==> config.mk <==
export PLATFORM = sky130hd
export DESIGN_NAME = rr_mux_arbiter
export DESIGN_NICKNAME = d
export VERILOG_FILES = /design/src/rtl/rr_mux_arbiter.sv
export SDC_FILE = /design/constraint.sdc
export NUM_CORES = 1
export LEC_CHECK = 0
export ABC_CLOCK_PERIOD_IN_PS = 10140
export CORE_ASPECT_RATIO = 0.7
export CORE_MARGIN = 2
export CORE_UTILIZATION = 53
export DETAILED_ROUTE_END_ITERATION = 16
export HOLD_SLACK_MARGIN = 0.08
export PLACE_DENSITY = 0.95
export SLEW_MARGIN = 20
export SYNTH_ARGS = -nofsm -noshare
export SYNTH_HDL_FRONTEND = slang
export SYNTH_SLANG_ARGS = --single-unit
==> constraint.sdc <==
create_clock -name clk -period 10.14 [get_ports clk]
set_clock_uncertainty 0.15 [all_clocks]
set_input_delay 1.521 -clock clk [delete_from_list [all_inputs] [get_ports clk]]
set_output_delay 1.521 -clock clk [all_outputs]
set_load 0.05 [all_outputs]
==> src/rtl/rr_mux_arbiter.sv <==
// Round-robin N:1 arbiter with a registered single-entry output stage.
// One requester slice is accepted per handshake and held until the consumer takes it.
module rr_mux_arbiter #(
  parameter int unsigned N     = 8,
  parameter int unsigned width = 3
) (
  input  logic                 clk,
  input  logic                 rst_n,
  input  logic [N-1:0]         req_valid,
  input  logic [N*width-1:0]   req_data,
  output logic [N-1:0]         req_ready,
  output logic                 out_valid,
  output logic [width-1:0]     out_data,
  output logic [$clog2(N)-1:0] out_sel,
  input  logic                 out_ready
);

  localparam int unsigned SelW = $clog2(N);

  typedef enum logic {StIdle, StBusy} state_e;

  state_e          state_q, state_d;
  logic [SelW-1:0] ptr_q, ptr_d;
  logic [SelW-1:0] sel_q, sel_d;
  logic [width-1:0] data_q, data_d;

  logic [SelW-1:0] gnt;
  logic            any_req;
  logic            can_accept;
  logic            accept;

  // Scan from the priority pointer upward, wrapping at N; the first hit wins.
  always_comb begin
    gnt     = '0;
    any_req = 1'b0;
    for (int unsigned k = 0; k < N; k++) begin
      int unsigned idx;
      idx = (int'(ptr_q) + k) % N;
      if (!any_req && req_valid[idx]) begin
        any_req = 1'b1;
        gnt     = SelW'(idx);
      end
    end
  end

  assign can_accept = (state_q == StIdle) || out_ready;
  assign accept     = rst_n && can_accept && any_req;

  always_comb begin
    req_ready = '0;
    if (accept) begin
      req_ready[gnt] = 1'b1;
    end
  end

  always_comb begin
    state_d = state_q;
    ptr_d   = ptr_q;
    sel_d   = sel_q;
    data_d  = data_q;
    if (accept) begin
      state_d = StBusy;
      sel_d   = gnt;
      data_d  = req_data[width*gnt +: width];
      ptr_d   = (gnt == SelW'(N - 1)) ? '0 : gnt + 1'b1;
    end else if (state_q == StBusy && out_ready) begin
      // Drained with nothing to replace it; data and sel keep their last value.
      state_d = StIdle;
    end
  end

  always_ff @(posedge clk) begin
    if (!rst_n) begin
      state_q <= StIdle;
      ptr_q   <= '0;
      sel_q   <= '0;
      data_q  <= '0;
    end else begin
      state_q <= state_d;
      ptr_q   <= ptr_d;
      sel_q   <= sel_d;
      data_q  <= data_d;
    end
  end

  assign out_valid = (state_q == StBusy);
  assign out_data  = data_q;
  assign out_sel   = sel_q;

endmodule

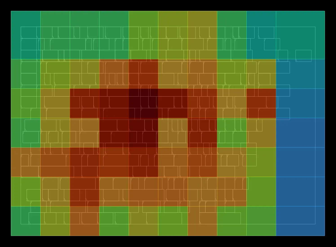
**Above:** run 1 (track usage over the die).
post-route core utilization: 72.59%
GRT busiest layer: met2

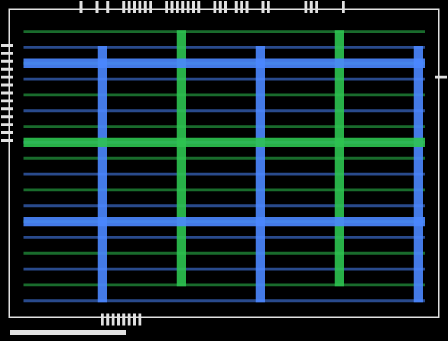
**Above:** run 1 (supply network).
Bar = 20 um. Pins as bars on the die edge.
legend:
  VDD:
    colour: green
  VSS:
    colour: blue
met4 straps: 5
met1 rails: 18
met5 straps: 3
signal pins: 50

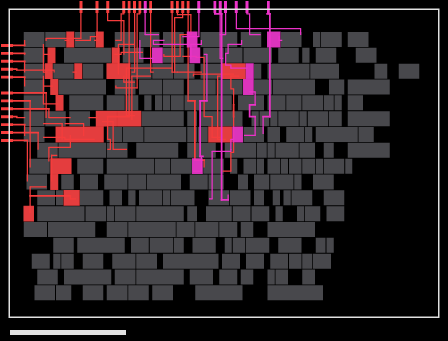
**Above:** run 1 (I/O nets highlighted).
Bar = 20 um.
legend:
  `req_data`:
    colour: red
    bits: 24
    direction: input
    edge: 12 north, 12 west
    end_cells: 18
    wire: 436 um
  `req_ready`:
    colour: magenta
    bits: 8
    direction: output
    edge: north
    end_cells: 8
    wire: 187 um
buffers added on ports: 49
ports placed on the boundary: 50

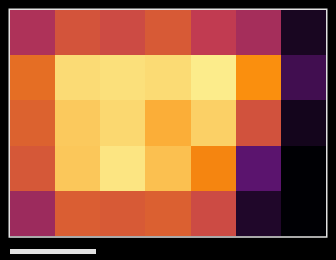
**Above:** run 1 (cell area per tile).
Bar = 20 um. 7 x 5 tiles, from black (low) to pale yellow (high), 0 to 100% covered.
fullest tile: 96%
nearly empty tiles: 5.7%
tiles over 75% full: 34%
Core Area: 3191 um^2
fraction of the core area occupied by cells at floorplan: 56.20%

==> notes.md, run 1 <==
The implementation run finished. The flow ran to the end, and the final reports show no timing, DRC or antenna violations. Required time at the endpoint of the critical path landed at 8.47 ns. The vertical die dimension reported for this design is around 53 um. Counting flops with a built-in enable in the synthesized netlist gives 0. According to the finish report, the design has a final net count of between 200 and 300. Counting along the longest clock path gives a buffer depth of 2. Logic area landed at 1463 um^2. The top cell types in the final layout, fill and taps aside, are sky130_fd_sc_hd__clkdlybuf4s50_1 (49), sky130_fd_sc_hd__nand2_1 (17), sky130_fd_sc_hd__mux2_2 (16). In this run the worst hold path is classified as reg -> reg. Per the hold report, the tightest min-delay path originates at out_sel[0].

Clock tree synthesis selected as its root buffer the cell sky130_fd_sc_hd__clkbuf_8. After detailed routing, the number of remaining DRC violations is 0. The overall die size recorded for this design is 3872 um^2.

Synthesis-to-layout area growth landed at 29.17%. Part of the Yosys area used for sequential elements landed at 11.17%. Counting I/O delays and the setup requirement, the final critical path takes 8.072 ns. Remaining global-route overflow landed at 0. Routed length per placed instance landed at 21.52 um. The first global-routing pass estimated 9246 um of wire.

Final cell area excluding filler cells landed at approximately 2300 um^2. The critical path starts at ptr_q[0]. Flip-flop and latch count after synthesis landed at 10. Number of H-tree branching levels landed at 1. A synthesized cell averages approximately 9 um^2. The number of nets in the synthesized netlist is 232. Warning count from the yosys run landed at 0.
run 1: Yosys cell counts, types with 3 or more instances:
library cell / instances / area share [%]
sky130_fd_sc_hd__a221oi_1: 3 / 1.5
sky130_fd_sc_hd__nand2_1: 17 / 3.6
sky130_fd_sc_hd__a211oi_1: 3 / 1.3
sky130_fd_sc_hd__mux2_2: 16 / 10
sky130_fd_sc_hd__dfxtp_1: 10 / 11
sky130_fd_sc_hd__nor2b_1: 5 / 1.7
sky130_fd_sc_hd__nor3_1: 8 / 2.2
sky130_fd_sc_hd__xnor2_1: 3 / 1.5
sky130_fd_sc_hd__mux2i_1: 13 / 7.3
sky130_fd_sc_hd__buf_2: 8 / 2.2
sky130_fd_sc_hd__o21ai_0: 8 / 2.2
sky130_fd_sc_hd__nand2b_1: 5 / 1.7
sky130_fd_sc_hd__mux4_2: 14 / 18
sky130_fd_sc_hd__inv_1: 13 / 2.7
sky130_fd_sc_hd__nor2_1: 9 / 1.9
run 1: final timing paths:
check | end | slack (ns) | cells after the start
max reg2reg | out_data[1] | 4.24 | 9
min | out_sel[0] | 0.31 | 2
min reg2reg | out_sel[0] | 0.31 | 2
max | req_ready[4] | 2.07 | 10
run 1: power by group:
group	switching (uW)	leakage [uW]	internal, uW
clock	16.2	0.0000288	34.2
combinational	435	0.000727	302
sequential	28.6	0.0000832	54.4
total	479	0.000839	390
run 1: area by class of cell:
class | count | area share (%)
inverter | 14 | 2.269
tap | 38 | 2.053
multi-input combinational | 158 | 63.15
clock buffer | 4 | 2.377
sequential | 10 | 8.644
timing repair buffer | 50 | 21.50
run 1: per-layer routing:
metal,vias to the layer above,part of all wire (%),track usage (%),routed length [um]
met3,25,11,8.654,626
met5,-,0,0,0
met2,162,46,49.11,2704
met4,0,3.2,12.42,190
li1,857,-,-,-
met1,922,40,42.27,2374
==> run 2: changes to the inputs <==
--- a/config.mk
+++ b/config.mk
@@ -5,13 +5,13 @@
 export SDC_FILE = /design/constraint.sdc
 export NUM_CORES = 1
 export LEC_CHECK = 0
-export ABC_CLOCK_PERIOD_IN_PS = 10140
+export ABC_CLOCK_PERIOD_IN_PS = 7700
 export CORE_ASPECT_RATIO = 0.7
 export CORE_MARGIN = 2
-export CORE_UTILIZATION = 53
+export CORE_UTILIZATION = 49
 export DETAILED_ROUTE_END_ITERATION = 16
 export HOLD_SLACK_MARGIN = 0.08
-export PLACE_DENSITY = 0.95
+export PLACE_DENSITY = 0.91
 export SLEW_MARGIN = 20
 export SYNTH_ARGS = -nofsm -noshare
 export SYNTH_HDL_FRONTEND = slang
==> constraint.sdc (replaced) <==
create_clock -name clk -period 7.7 [get_ports clk]
set_clock_uncertainty 0.15 [all_clocks]
set_input_delay 1.155 -clock clk [delete_from_list [all_inputs] [get_ports clk]]
set_output_delay 1.155 -clock clk [all_outputs]
set_load 0.05 [all_outputs]
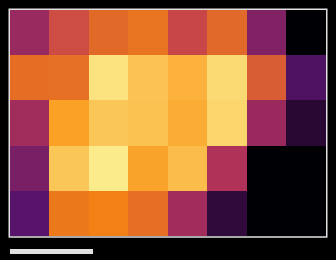
**Above:** run 2 (cell area per tile).
Bar = 20 um. 8 x 5 tiles, from black (low) to pale yellow (high), 0 to 100% covered.
mean over tiles: 55%
densest ninth of the die: centre
nearly empty tiles: 13%

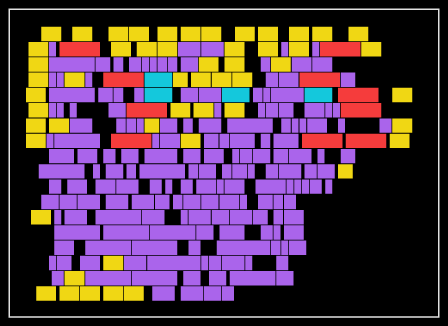
**Above:** run 2 (cell classes on the final placement).
legend:
  clock drivers and dummy loads:
    colour: cyan
    cells: 4
  remaining logic cells:
    colour: purple
    cells: 172
  remaining buffers and delay cells:
    colour: yellow
    cells: 52
  registers:
    colour: red
    cells: 10

==> run 2 against run 1 <==
  * Combinational power is 32% higher
  * Total power is 29% higher
  * Flip-flop count stayed put
  * Final cell count is 5.1% higher
  * Setup slack worse by 0.88 ns
  * Global-route usage is 6.6 points lower
  * Largest power group unchanged
  * Non-clock buffer count is 2 higher
  * Final area is 1.3% higher
  * Register-to-register slack worse by 1.2 ns
  * Die area is 7.6% higher
  * Critical path depth stayed put
  * Hold slack worse by 0.016 ns
==> notes.md, run 2 <==
The implementation run finished. Number of sequential cells landed at 10 (unchanged). The warning count from the yosys run came to 0 (unchanged). The area growth from synthesis to layout is 30.84%. The top cell types in the final layout, fill and taps aside, are sky130_fd_sc_hd__clkdlybuf4s50_1 (49), sky130_fd_sc_hd__nand2_1 (17), sky130_fd_sc_hd__mux2_2 (16). The area share of the largest cell type after synthesis came to 17.59% (unchanged). The total die area came to 4167 um^2 (+7.6%).

The wire length of the first global-routing pass came to 8300 um (-10%). Counting instances in the post-synthesis netlist gives the leading cell types as sky130_fd_sc_hd__nand2_1 (17), sky130_fd_sc_hd__mux2_2 (16), sky130_fd_sc_hd__mux4_2 (14). The die boundary height was 54.61 um (+3.7%).

The flow ran to the end, and the final reports show no timing, DRC or antenna violations. STA reports the tightest min-delay check as being of type reg -> reg. The buffer count excluding the clock tree in the final layout is 52 (+4.0%). The number of flops mapped to enable cells by yosys was 0 (unchanged). Number of nets at floorplan landed at 232 (unchanged). The required time at the endpoint of the critical path is 6.39 ns (-2.08 ns).

The DRC violations left was 0 (unchanged). By area the synthesized netlist is led by sky130_fd_sc_hd__mux4_2 (18%), sky130_fd_sc_hd__dfxtp_1 (11%), sky130_fd_sc_hd__mux2_2 (10%). The inverter tally of the final layout excluding the clock network was 14 (unchanged). The count of input and output buffers was 49 (unchanged). Count of boundary I/O pins landed at 50 (unchanged). Count of inserted tapcells landed at 50 (+32%).

The post-route core utilization was 66.77% (-5.8 points). The number of H-tree branching levels was 1 (unchanged). The synthesis stats list as the most numerous cell sky130_fd_sc_hd__nand2_1.
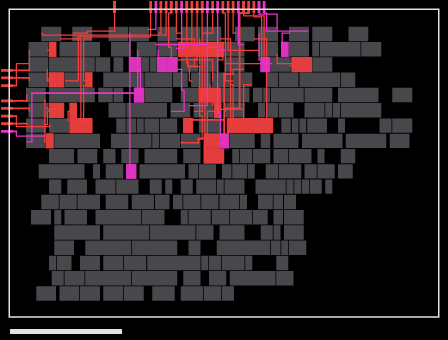
**Above:** run 2 (I/O nets highlighted).
Bar = 20 um.
legend:
  `req_data`:
    colour: red
    bits: 24
    direction: input
    edge: 17 north, 7 west
    end_cells: 18
    wire: 487 um
  `req_ready`:
    colour: magenta
    bits: 8
    direction: output
    edge: 7 north, 1 west
    end_cells: 8
    wire: 188 um

run 2: netlist changes by cell type in the layout (fill, tap and decap cells not counted):
cell | before | now
sky130_fd_sc_hd__buf_4 | 1 | 3
run 2: where the power goes:
group          switching, uW  internal (uW)  leakage, uW
logic                    562            407     0.000737
clock network           20.5           44.9    0.0000288
registers               18.4           71.6    0.0000832
total                    601            523     0.000849
run 2: metal layers:
| metal | vias up | routed length [um] | part of all wire, % | track usage (%) |
|---|---|---|---|---|
| met5 | - | 0 | 0 | 0 |
| met2 | 124 | 2432 | 47 | 40.41 |
| li1 | 861 | - | - | - |
| met4 | 0 | 55 | 1.1 | 3.636 |
| met1 | 889 | 2182 | 42 | 36.06 |
| met3 | 11 | 500 | 9.7 | 5.611 |
run 2: cell families after synthesis:
group / after synthesis
AND/OR/NAND/NOR: 60
AND-OR/OR-AND: 46
multiplexers: 45
buffers and inverters: 27
flip-flops: 10
XOR/XNOR: 5
adder cells (fa/ha/maj): 2
run 2: final timing paths:
kind,from,endpoint,slack [ns],depth (start not counted)
worst max-delay path,req_valid[6],req_ready[4],1.18,10
worst min-delay path,out_sel[2],out_sel[2],0.30,2
worst max register to register,ptr_q[1],out_data[1],3.06,11
worst min register to register,out_sel[2],out_sel[2],0.30,2
run 2: critical path, stage by stage:
cell and delay (ns):
sky130_fd_sc_hd__clkdlybuf4s50_1 0.58, sky130_fd_sc_hd__mux4_1 0.62, sky130_fd_sc_hd__mux2i_1 0.40, sky130_fd_sc_hd__nand2_1 0.26
sky130_fd_sc_hd__nor4b_2 0.31, sky130_fd_sc_hd__nor3_1 0.12, sky130_fd_sc_hd__nor2_1 0.48, sky130_fd_sc_hd__inv_1 0.17
sky130_fd_sc_hd__nor3_1 0.27, sky130_fd_sc_hd__clkdlybuf4s50_1 0.85
==> run 3: changes to the inputs <==
--- a/config.mk
+++ b/config.mk
@@ -5,13 +5,13 @@
 export SDC_FILE = /design/constraint.sdc
 export NUM_CORES = 1
 export LEC_CHECK = 0
-export ABC_CLOCK_PERIOD_IN_PS = 7700
+export ABC_CLOCK_PERIOD_IN_PS = 5400
 export CORE_ASPECT_RATIO = 0.7
 export CORE_MARGIN = 2
-export CORE_UTILIZATION = 49
+export CORE_UTILIZATION = 44
 export DETAILED_ROUTE_END_ITERATION = 16
 export HOLD_SLACK_MARGIN = 0.08
-export PLACE_DENSITY = 0.91
+export PLACE_DENSITY = 0.87
 export SLEW_MARGIN = 20
 export SYNTH_ARGS = -nofsm -noshare
 export SYNTH_HDL_FRONTEND = slang
==> constraint.sdc (replaced) <==
create_clock -name clk -period 5.4 [get_ports clk]
set_clock_uncertainty 0.15 [all_clocks]
set_input_delay 0.81 -clock clk [delete_from_list [all_inputs] [get_ports clk]]
set_output_delay 0.81 -clock clk [all_outputs]
set_load 0.05 [all_outputs]
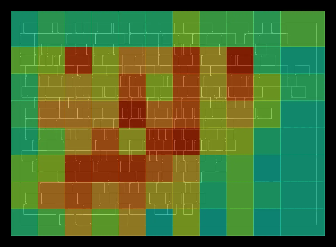
**Above:** run 3 (track usage over the die).
global-route track usage on met2: 37.74%
Overall Global Routing Usage: 24.46%

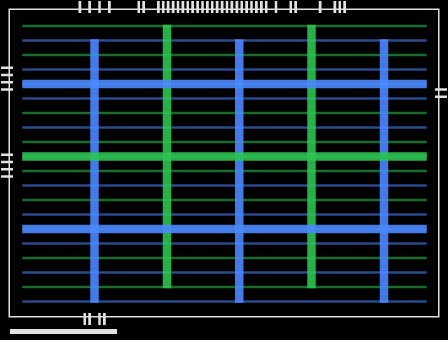
**Above:** run 3 (supply network).
Bar = 20 um. Pins as bars on the die edge.
legend:
  VDD:
    colour: green
  VSS:
    colour: blue
rows: 19
met1 rails: 20

==> run 3 against run 2 <==
  * Synthesized area did not move
  * Combinational power rose by 54%
  * Hold slack improved by 0.013 ns
  * Critical endpoint is now req_ready[7]
  * Register-to-register slack got worse by 1.8 ns
  * Global-route usage fell by 0.77 points
  * Sequential power rose by 43%
  * Final cell count rose by 3.1%
  * Wire length rose by 5.3%
  * Sequential share of layout area fell by 0.46 points
  * Final area rose by 5.7%
==> notes.md, run 3 <==
The implementation run finished. The run finished with clean final reports. The most critical min-delay path falls under reg -> reg. The count of inserted tapcells came to 52 (+4.0%). Number of nets at floorplan landed at 232 (unchanged). Number of H-tree branching levels landed at 1 (unchanged). DRC violations left landed at 0 (unchanged).

Counting instances in the post-synthesis netlist gives the leading cell types as sky130_fd_sc_hd__nand2_1 (17), sky130_fd_sc_hd__mux2_2 (16), sky130_fd_sc_hd__mux4_2 (14). The global routing stage identified its most utilized layer as met2. The worst setup slack for register-to-register paths came to 1.25 ns (-1.81 ns). Of all nets on the critical path, the largest fanout is 9.

The startpoint identified for the worst register-to-register timing path is ptr_q[1]. The met1 layer usage reported by global route was 35.90% (-0.16 points). Per the OpenROAD floorplan log, the area of the core is 3923 um^2. After its last routability iteration, the placer logged a weighted congestion of roughly 0.96. The required time at the endpoint of the critical path came to 4.44 ns (-1.95 ns).

The die boundary height was 57.41 um (+5.1%). Routed signal wires occupy layers up through met4. The inverter tally of the final layout excluding the clock network is 14 (unchanged). The wire length of the first global-routing pass is 8873 um (+6.9%). The startpoint identified for the worst hold timing path is out_sel[1]. STA classifies the critical path startpoint as a primary input. Synthesis-to-layout area growth landed at 38.24%. Total length of routed met2 wires landed at 2610 um (+7.3%). Post-route core utilization landed at 63.19% (-3.6 points). Per the cell usage report, the commonest logic cells after layout are sky130_fd_sc_hd__clkdlybuf4s50_1 (41), sky130_fd_sc_hd__nand2_1 (17), sky130_fd_sc_hd__mux2_2 (16). The design draws roughly 1700 uW. Clock input transition at the sequential cells of the worst setup and hold paths landed at roughly 0.050 ns.

Warning count from the yosys run landed at 0 (unchanged). The path depth of the worst reg2reg path is 11 (unchanged). Count of input and output buffers landed at 49 (unchanged). The number of cells on the worst hold path is 1 (-1). Area share of the largest cell type after synthesis landed at 17.59% (unchanged). The number of flops mapped to enable cells by yosys came to 0 (unchanged).

The synthesis stats list as the most numerous cell sky130_fd_sc_hd__nand2_1. The met3 demand-to-capacity share in global routing came to 5.380% (-0.23 points). Count of boundary I/O pins landed at 50 (unchanged). By area, multi-input combinational cells come first.

At the later pin of the worst-skew pair, clock insertion delay measures between 0.2 and 0.25 ns. Buffer count excluding the clock tree in the final layout landed at 59 (+13%). The capture point of the worst register-to-register path is recorded as out_data[1]. Starting utilization of the core area landed at 45.71%.

Met3 layer wire length in the routed design landed at 465 um (-7.0%). Number of sequential cells landed at 10 (unchanged). Total die area landed at 4610 um^2 (+11%). Number of sinks on the clock net landed at 10. The post-route met1 wirelength is 2322 um (+6.4%). In the post-synthesis netlist, the biggest area contributors are sky130_fd_sc_hd__mux4_2 (18%), sky130_fd_sc_hd__dfxtp_1 (11%), sky130_fd_sc_hd__mux2_2 (10%). The path with the worst hold slack has its endpoint at out_sel[1].
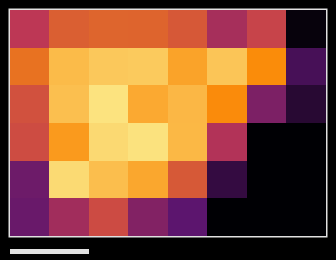
**Above:** run 3 (cell area per tile).
Bar = 20 um. 8 x 6 tiles, from black (low) to pale yellow (high), 0 to 100% covered.
nearly empty tiles: 17%
mean over tiles: 52%
densest ninth of the die: centre
tiles over 75% full: 35%
emptiest ninth of the die: south-east

run 3: cell counts after synthesis:
No cell type changed its count.
run 3: how the worst max path moves through the flow:
stage	slack [ns]	endpoint	depth (start not counted)	start
4_1_cts	0.29	req_ready[4]	10	req_valid[6]
3_5_place_dp	0.30	req_ready[7]	9	req_valid[6]
6_report	0.20	req_ready[7]	9	req_valid[6]
5_1_grt	0.11	req_ready[4]	10	req_valid[6]
3_3_place_gp	0.44	req_ready[7]	9	req_valid[7]
2_1_floorplan	-0.08	req_ready[5]	13	ptr_q[1]
run 3: per-stage QoR:
stage	worst slack (ns)	hold slack [ns]	TNS, ns	instances
2_1_floorplan	-0.08279	0.5076	-0.1976	195
3_3_place_gp	0.4356	0.2939	0	293
3_5_place_dp	0.2996	0.3001	0	293
4_1_cts	0.2929	0.3124	0	297
5_1_grt	0.1062	0.3393	0	297
6_report	0.2028	0.3111	0	297
run 3: cell families after synthesis:
family	share of synthesized area, %
multiplexers	37.82
AND-OR/OR-AND	21.42
AND/OR/NAND/NOR	18.49
buffers and inverters	7.258
XOR/XNOR	2.443
flip-flops	11.17
adder cells (fa/ha/maj)	1.395
run 3: report_power, final:
group	internal (uW)	leakage [uW]	total, uW	switching, uW
logic	657	0.000809	1490	837
clock network	64.4	0.0000288	97.6	33.2
registers	102	0.0000832	129	27.4
total	824	0.000921	1720	897
run 3: critical path: stages:
cell,delay [ns]
sky130_fd_sc_hd__clkdlybuf4s50_1,0.55
sky130_fd_sc_hd__mux4_2,0.59
sky130_fd_sc_hd__and2_1,0.22
sky130_fd_sc_hd__o32ai_2,0.39
sky130_fd_sc_hd__nand2_1,0.15
sky130_fd_sc_hd__or4_4,0.58
sky130_fd_sc_hd__and2_0,0.32
sky130_fd_sc_hd__nor3_1,0.43
sky130_fd_sc_hd__buf_12,0.19
No activity file was given, so power comes from the tool's default toggle rates.
